### Placed cells, one colour a class

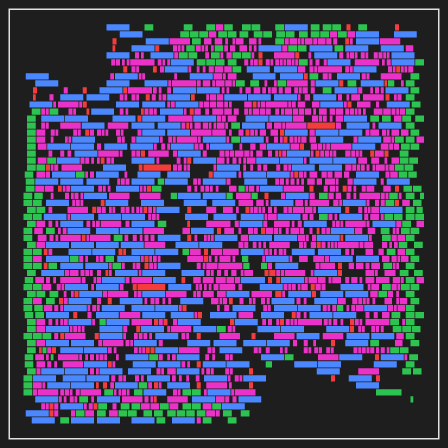
### Congestion heat map

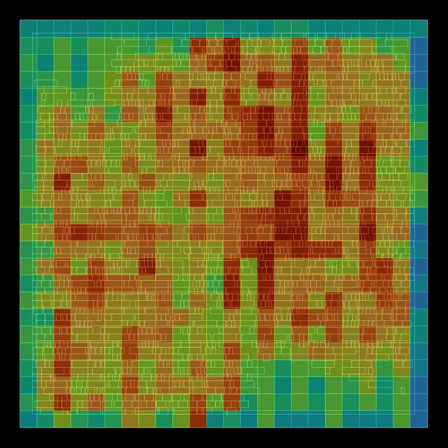
### Routed metal, one colour a layer

The bar under the picture is 50 um long.
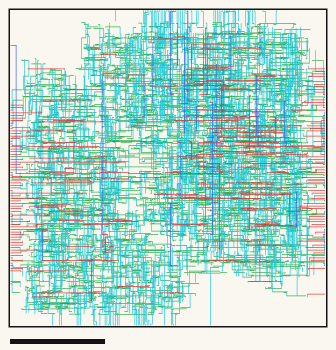
### Power grid

The bar under the picture is 50 um long. Pins as bars on the die edge.
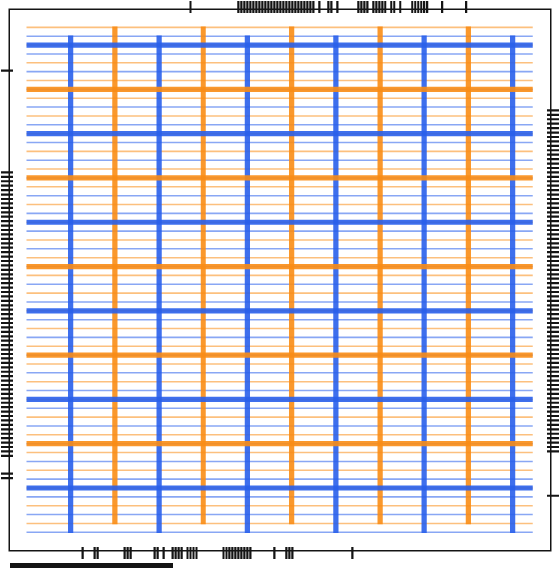
Design fetch_prefetch, sky130hd; sources not shown.
==> flow_summary.toml <==
# physical design summary
[clock_tree]
cts_max_level = 3
cts_buffer_depth = 3
post_cts_resized = 0
cts_root_buf = "clkbuf_2"
hold_buffers = 0
post_cts_buffers = 0

[sta]
rsz0062_at_grt = "false"
period_minus_slack_ns = 7.130
worst_slew_pin_slew_ns = 3.327
max_freq_mhz = 140.3
finalClockPeriodUsage = 0.7716
slew_viol_final = 96

[layout]
drive_gt1_frac = 0.1305
instances_no_fill = 2019
nFillCells = 1703
largest_register_ffs = 256
finalNetCount = 1752

[synthesis]
synth_area_um2 = 14570
async_flop_share = 1.000
ys_ff = 296
yosys_area_um2 = 14570
synthCells = 1416
ff_type = "dfrtp_1"
synthTopCellsByArea = "dfrtp_1 51%, o21ai_0 8.4%, mux4_2 8.3%"

[placement]
post-place-ws_ns = 3.167
dp_hpwl_um = 25800
port_buffers = 229

[die]
io_pins = 230
row_count = 57

[power_and_ir_drop]
p_int_w = 0.002538
power_leakage_nw = 7.826
powerSeq_w = 0.00180
power.share.clock = 0.245
p_per_area_nw_per_um2 = 214.9
netSwitchingFraction = 0.3336
power_w = 0.003808

[setup_path]
r2r_slack_ns = 4.27
cp-end-kind = "output port"
path_class = "input port to output port"
critPathTopFamily = "buffers and inverters"
path_max_fanout = 35
crit_path_start_kind = "input port"

[run_status]
violations = "capacitance limit, slew limit"
status = "finished with violations"

[global_routing]
met2_usage = 0.4592
grt_usage = 0.2823
antenna_found_initial = 1
grt_max_degree = 141

[min_path]
hold_depth = 2

[drt]
drc = 0
via_per_inst = 5.958
routed_wl_um = 38910
drt_pass1_iterations = 6

[job]
cap_violations = 2
-- 'Placed cells, one colour a class' (at the start) --
legend:
  red:
    class: clock drivers and dummy loads
    cells: 129
    share_of_their_area: 4.1%
  blue:
    class: sequential cells
    cells: 296
    share_of_their_area: 43%
  magenta:
    class: combinational and other logic
    cells: 1023
    share_of_their_area: 39%
  green:
    class: remaining buffers and delay cells
    cells: 246
    share_of_their_area: 14%
Seq area share: 0.4183
Finished Core Util: 0.7351

-- 'Congestion heat map' (at the start) --
gr busiest metal: met2
grt met1 use: 0.3707

-- 'Routed metal, one colour a layer' (at the start) --
legend:
  green:
    layer: metal 1
    wire_length: 15300 um
  blue:
    layer: metal 4
    wire_length: 1090 um
  cyan:
    layer: metal 2
    wire_length: 18900 um
  red:
    layer: metal 3
    wire_length: 3570 um
mean routed wirelength per cell: 19.27 um
via count: 12030

-- 'Power grid' (at the start) --
legend:
  orange:
    net: VDD
  blue:
    net: VSS
rows: 57
met4 straps: 11
met5 straps: 11
signal pins: 230
met1 rails: 58
worst vdd ir: 0.1289 mV
die outline width: 165.8 um
Core ar.: 24110 um^2
Die Span Y: 165.8 um

-- cell usage in the layout (no fill, tap or decap), types with 4 or more instances in the layout --
master / n
dfrtp_1: 294
nand2_1: 289
o21ai_0: 245
clkdlybuf4s50_1: 226
clkbuf_2: 109
nor2_1: 60
mux4_2: 54
xnor2_1: 51
inv_1: 44
a21oi_1: 40
mux2i_1: 37
nand3_1: 19
o211a_1: 15
nand4_1: 14
and3_1: 14
buf_4: 14
a221oi_1: 13
clkinv_1: 13
xor2_1: 10
mux4_1: 10
nor3_1: 9
nor4_1: 9
ha_1: 8
and2_1: 7
nand2b_1: 5
o21ai_1: 5
o21a_1: 4
a21boi_0: 4
o31ai_1: 4
nor2b_1: 4
or4_1: 4
-- final cells by class --
class | count | share of cell area
Antenna cell | 1 | 0.0001412
Clock buffer | 109 | 0.03078
Clock inverter | 20 | 0.009108
Inverter | 45 | 0.009532
Multi-Input combinational cell | 978 | 0.3725
Sequential cell | 296 | 0.4183
Tap cell | 324 | 0.02288
Timing Repair Buffer | 246 | 0.1368
-- layer usage --
metal,share of wire,wire length (um)
met1,0.39,15350
met2,0.49,18910
met3,0.092,3566
met4,0.028,1089
met5,0,0
-- kinds of logic (layout without fill, tap and decap cells) --
| kind of cell | count (synthesis) | count (layout) | share of synthesized area |
|---|---|---|---|
| AOI/OAI and AO/OA | 349 | 349 | 0.1369 |
| other | 0 | 1 | 0 |
| adders and majority gates | 8 | 8 | 0.006872 |
| muxes | 104 | 104 | 0.1293 |
| DFF | 296 | 296 | 0.5085 |
| buffers and inverters | 142 | 420 | 0.04200 |
| xor gates and xnor gates | 62 | 62 | 0.03779 |
| and+or+nand+nor | 455 | 455 | 0.1386 |
